$ cat src/rtl/lampfpu_cmp_unpack_pipe.sv
// lampfpu_cmp_unpack_pipe: bf16 compare operand-prep stage with 2-entry skid buffer.
// Ports: clk, rst (async, high), flush_i; in_valid_i/in_ready_o + op_i/opA_i/opB_i in;
//        out_valid_o/out_ready_i + decoded do-flags, sign/exp/fract, class flags out.
// Option: define LAMP_CMP_DAZ_EN to flush subnormal operands to zero.
module lampfpu_cmp_unpack_pipe #(
  parameter int EXP_DW   = 8,
  parameter int FRACT_DW = 7,
  parameter int FLOAT_DW = 1 + EXP_DW + FRACT_DW
) (
  input  logic                clk,
  input  logic                rst,
  input  logic                flush_i,
  input  logic                in_valid_i,
  output logic                in_ready_o,
  input  logic [1:0]          op_i,
  input  logic [FLOAT_DW-1:0] opA_i,
  input  logic [FLOAT_DW-1:0] opB_i,
  output logic                out_valid_o,
  input  logic                out_ready_i,
  output logic                doEq_o,
  output logic                doLt_o,
  output logic                doLe_o,
  output logic                opASign_o,
  output logic                opBSign_o,
  output logic [EXP_DW-1:0]   opAExp_o,
  output logic [EXP_DW-1:0]   opBExp_o,
  output logic [FRACT_DW-1:0] opAFract_o,
  output logic [FRACT_DW-1:0] opBFract_o,
  output logic                isAZer_o,
  output logic                isASNaN_o,
  output logic                isAQNaN_o,
  output logic                isBZer_o,
  output logic                isBSNaN_o,
  output logic                isBQNaN_o
);

  typedef struct packed {
    logic                sign;
    logic [EXP_DW-1:0]   ex;
    logic [FRACT_DW-1:0] fract;
    logic                zer;
    logic                snan;
    logic                qnan;
  } side_t;

  typedef struct packed {
    logic  do_eq;
    logic  do_lt;
    logic  do_le;
    side_t a;
    side_t b;
  } entry_t;

  function automatic side_t unpack_op(
    input logic [FLOAT_DW-1:0] v
  );
    side_t               s;
    logic [EXP_DW-1:0]   e;
    logic [FRACT_DW-1:0] f;
    logic                e_zero;
    logic                e_ones;
    logic                f_nz;
    e      = v[FLOAT_DW-2 -: EXP_DW];
    f      = v[FRACT_DW-1:0];
    e_zero = (e == '0);
    e_ones = &e;
    f_nz   = |f;
    s.sign  = v[FLOAT_DW-1];
    s.ex    = e;
    s.fract = f;
    s.snan  = e_ones && f_nz && !f[FRACT_DW-1];
    s.qnan  = e_ones && f[FRACT_DW-1];
`ifdef LAMP_CMP_DAZ_EN
    // Subnormals collapse to a signed zero.
    s.zer = e_zero;
    if (e_zero) s.fract = '0;
`else
    s.zer = e_zero && !f_nz;
`endif
    return s;
  endfunction

  entry_t     new_e;
  entry_t     head_q, head_d;
  entry_t     tail_q, tail_d;
  logic [1:0] cnt_q, cnt_d;
  logic       push;
  logic       pop;

  always_comb begin
    new_e       = '0;
    new_e.a     = unpack_op(opA_i);
    new_e.b     = unpack_op(opB_i);
    unique case (op_i)
      2'b00:   new_e.do_eq = 1'b1;
      2'b01:   new_e.do_lt = 1'b1;
      2'b10:   new_e.do_le = 1'b1;
      default: ;
    endcase
  end

  // Ready depends on stored occupancy only; low throughout reset.
  assign in_ready_o  = (cnt_q != 2'd2) && !rst;
  assign out_valid_o = (cnt_q != 2'd0);
  assign push        = in_valid_i && in_ready_o;
  assign pop         = out_valid_o && out_ready_i;

  always_comb begin
    head_d = head_q;
    tail_d = tail_q;
    cnt_d  = cnt_q;
    if (flush_i) begin
      cnt_d        = 2'd0;
      head_d.do_eq = 1'b0;
      head_d.do_lt = 1'b0;
      head_d.do_le = 1'b0;
      tail_d.do_eq = 1'b0;
      tail_d.do_lt = 1'b0;
      tail_d.do_le = 1'b0;
    end else if (push && !pop) begin
      cnt_d = cnt_q + 2'd1;
      if (cnt_q == 2'd0) head_d = new_e;
      else               tail_d = new_e;
    end else if (pop && !push) begin
      cnt_d = cnt_q - 2'd1;
      if (cnt_q == 2'd2) head_d = tail_q;
    end else if (push && pop) begin
      // Only reachable with one entry: replace it.
      head_d = new_e;
    end
  end

  always_ff @(posedge clk or posedge rst) begin
    if (rst) begin
      head_q <= '0;
      tail_q <= '0;
      cnt_q  <= 2'd0;
    end else begin
      head_q <= head_d;
      tail_q <= tail_d;
      cnt_q  <= cnt_d;
    end
  end

  assign doEq_o     = head_q.do_eq;
  assign doLt_o     = head_q.do_lt;
  assign doLe_o     = head_q.do_le;
  assign opASign_o  = head_q.a.sign;
  assign opAExp_o   = head_q.a.ex;
  assign opAFract_o = head_q.a.fract;
  assign isAZer_o   = head_q.a.zer;
  assign isASNaN_o  = head_q.a.snan;
  assign isAQNaN_o  = head_q.a.qnan;
  assign opBSign_o  = head_q.b.sign;
  assign opBExp_o   = head_q.b.ex;
  assign opBFract_o = head_q.b.fract;
  assign isBZer_o   = head_q.b.zer;
  assign isBSNaN_o  = head_q.b.snan;
  assign isBQNaN_o  = head_q.b.qnan;

endmodule

$ cat config.mk
export PLATFORM = sky130hd
export DESIGN_NAME = lampfpu_cmp_unpack_pipe
export DESIGN_NICKNAME = d
export VERILOG_FILES = /design/src/rtl/lampfpu_cmp_unpack_pipe.sv
export SDC_FILE = /design/constraint.sdc
export NUM_CORES = 1
export LEC_CHECK = 0
export CAP_MARGIN = 0
export CORE_UTILIZATION = 30
export CTS_BUF_LIST = sky130_fd_sc_hd__clkbuf_8 sky130_fd_sc_hd__clkbuf_16
export DETAILED_ROUTE_END_ITERATION = 16
export PLACE_DENSITY = 0.58
export SKIP_LAST_GASP = 1
export SYNTH_ARGS = -nofsm -noshare
export SYNTH_HDL_FRONTEND = slang
export SYNTH_SLANG_ARGS = --single-unit
$ cat constraint.sdc
create_clock -name clk -period 2.9 [get_ports clk]
set_input_delay 0.29 -clock clk [delete_from_list [all_inputs] [get_ports clk]]
set_output_delay 0.29 -clock clk [all_outputs]
set_load 0.01 [all_outputs]
Fig. 1: run 1, clock wiring as the flow saved it
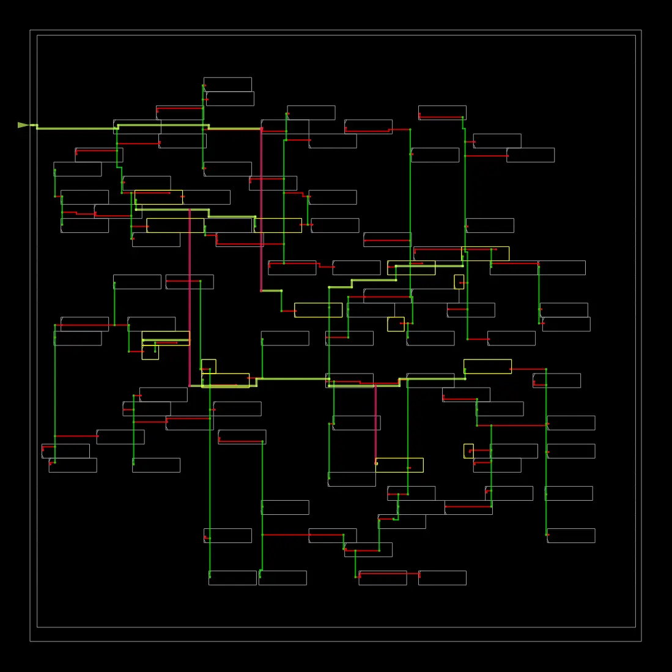
Power Clock: 1.14 mW
CTS sink cnt: 84
clock buffers: 9
total CTS buffers: 9

Fig. 2: run 1, M3 wires
(4 px per µm)
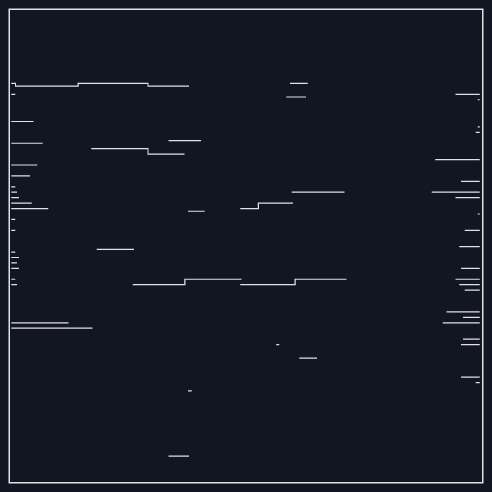
The layer carries 377 µm of wire. 49 nets have wire on it. The longest straight run is 20.0 µm. The wires run mostly horizontal. The layer holds 4.0% of the routed length.
routed vias: 2885
drt total wl: 9.33 mm

Fig. 3: run 1, metal layers overlaid
(2 px per µm)
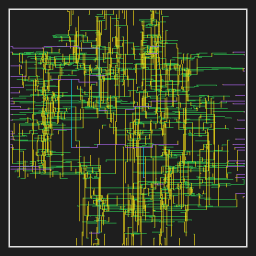
Key: M1 = green [wire length 4470 µm]; M2 = yellow [wire length 4390 µm]; M4 = cyan [wire length 96.6 µm]; M3 = purple [wire length 377 µm]
All-Layer GR Usage: 14.3%
Routed WL per cell: 15.0 µm

==> deck_impl_summary.md, run 1 <==
Implementation Results

Logic synthesis
  – Synth Cell Area: 0.00404 mm²
  – Syn_area_per_cell: 11.2 µm²
  – Yosys top cell area share: 52.1%
  – Cell count after synthesis: 360
  – Post-synth EDFFs: 0
  – Synth Seq Share: 52.1%
  – Simple-Gate Area Share: 17.2%
  – Floorplan Nets: 399
  – Library cells used by synthesis: 38
  – Synth area leader: dfrtp_1

Run status
  – Outcome: complete, no violations

Finish
  – Inverter count: 7
  – Max FFs per register: 41
  – Non-CTS buffers: 89
  – Diodes inserted: 0
  – Flops: 84
  – Seq/total area: 39.6%

Worst setup path
  – Required @ worst endpoint: 3.12 ns
  – CP Depth: 6
  – Worst reg2reg startpoint: cnt_q[0]$_DFFE_PP0P_
  – Reg2reg end: opBExp_o[5]$_DFFE_PP0P_

Clock network
  – Reg clk slew, reported paths: 0.07 ns
  – CTS root buffer: clkbuf_16
  – H-tree depth: 3
  – Post-CTS setup buffers: 0
  – Resized cells post-CTS: 0
  – CTS Hold Buffers Added: 0
  – CTS tree: yes

Pwr
  – Reg power frac: 43.9%
  – LEAKAGE: 2.39 nW

Worst hold path
  – Min-Delay Path Class: register to register

Job
  – OpenROAD warning count: 26

Drt
  – Drc violations: 0

Die
  – Num rows: 42
  – Core Area: 0.0132 mm²
  – Core Util at FP: 30.6%

Timing
  – Setup violators final: 0
  – Max Slew Vio Count: 0
  – Slew at the pin closest to its max-slew limit: 0.582 ns

Place
  – IO Port Bufs: 81
  – Placed Area: 0.00501 mm²

Global route
  – Vias in the first global route: 2972
Fig. 4: run 1, clock distribution
(4 px per µm)
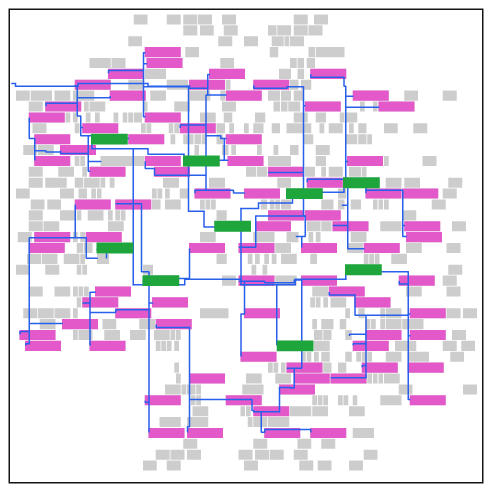

==> run 2: changes to the inputs <==
==> constraint.sdc (replaced) <==
create_clock -name clk -period 2 [get_ports clk]
set_input_delay 0.2 -clock clk [delete_from_list [all_inputs] [get_ports clk]]
set_output_delay 0.2 -clock clk [all_outputs]
set_load 0.01 [all_outputs]
Fig. 5: run 2, clock distribution
(4 px per µm)
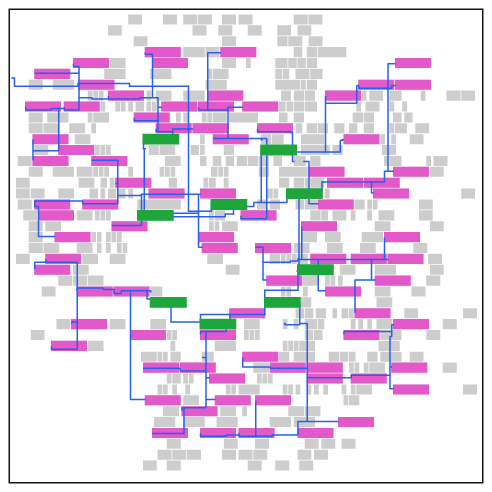
Key: clock wires = blue [length 1110 µm]; clock-net drivers = green [count 9]; flip-flops = magenta [count 84]
Position of the flops: widely spread. There are 10 routed clock nets.
Power Clock: 1.68 mW
Skew-Pair Late Insertion Delay: 0.33 ns

==> run 2 against run 1 <==
  * The run now ends with DRC left
  * Sequential power increased by 45%
  * Worst hold slack worse by 0.026 ns
  * Register-to-register slack lost 0.74 ns
  * Die area stayed put
  * Highest routed layer unchanged
==> deck_impl_summary.md, run 2 <==
Implementation Results

Logic synthesis
  – Floorplan Nets: 399 (unchanged)
  – Library cells used by synthesis: 38 (unchanged)
  – Synth Cell Area: 0.00404 mm² (unchanged)
  – Synth area leader: dfrtp_1
  – Cell count after synthesis: 360 (unchanged)
  – Synth Seq Share: 52.1% (unchanged)
  – Post-synth EDFFs: 0 (unchanged)

Clock network
  – Reg clk slew, reported paths: 0.07 ns (about the same)
  – CTS tree: yes
  – CTS sink cnt: 84 (unchanged)
  – CTS root buffer: clkbuf_16
  – Total CTS buffers: 9 (unchanged)
  – H-tree depth: 3 (unchanged)
  – Resized cells post-CTS: 0 (unchanged)

Run status
  – Violated checks: DRC
  – Outcome: finished, violations left

Finish
  – Flops: 84 (unchanged)
  – Non-CTS buffers: 112 (+26%)
  – Clock buffers: 9 (unchanged)
  – Max FFs per register: 41 (unchanged)
  – Diodes inserted: 0 (unchanged)
  – Inverter count: 7 (unchanged)

Worst setup path
  – CP Depth: 5 (-1)
  – Reg2reg end: isAZer_o$_DFFE_PP0P_
  – Startpoint types: register
  – Required @ worst endpoint: 2.21 ns (-0.91 ns)
  – Worst reg2reg startpoint: cnt_q[1]$_DFFE_PP0P_

Place
  – IO Port Bufs: 81 (unchanged)
  – Placed Area: 0.00522 mm² (+4.0%)

Pwr
  – LEAKAGE: 2.51 nW (+5.0%)
  – Reg power frac: 43.2% (-0.7 points)

Die
  – Core Util at FP: 30.6% (unchanged)
  – Core Area: 0.0132 mm² (unchanged)
  – Num rows: 42 (unchanged)

Drt
  – Routed WL per cell: 14.2 µm (-5.2%)
  – Drc violations: 1 (+1)
  – Routed vias: 2954 (+2.4%)

Worst hold path
  – Min-Delay Path Class: input port to register

Global route
  – All-Layer GR Usage: 14.0% (-0.29 points)
  – Vias in the first global route: 3034 (+2.1%)

Timing
  – Max Slew Vio Count: 0 (unchanged)
  – Setup violators final: 0 (unchanged)
  – Slew at the pin closest to its max-slew limit: 0.663 ns (+0.0808 ns)

Job
  – OpenROAD warning count: 26 (unchanged)
Fig. 6: run 2, M3 wires
(4 px per µm)
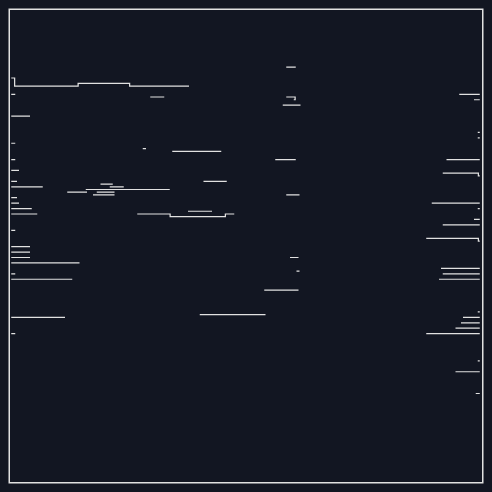
The layer carries 396 µm of wire. The wires run mostly horizontal. 57 nets have wire on it. The longest straight run is 20.7 µm. The layer holds 4.3% of the routed length.
met3 Resource Use GR: 3.59%
drt total wl: 9.19 mm

No activity file was given, so power comes from the tool's default toggle rates.
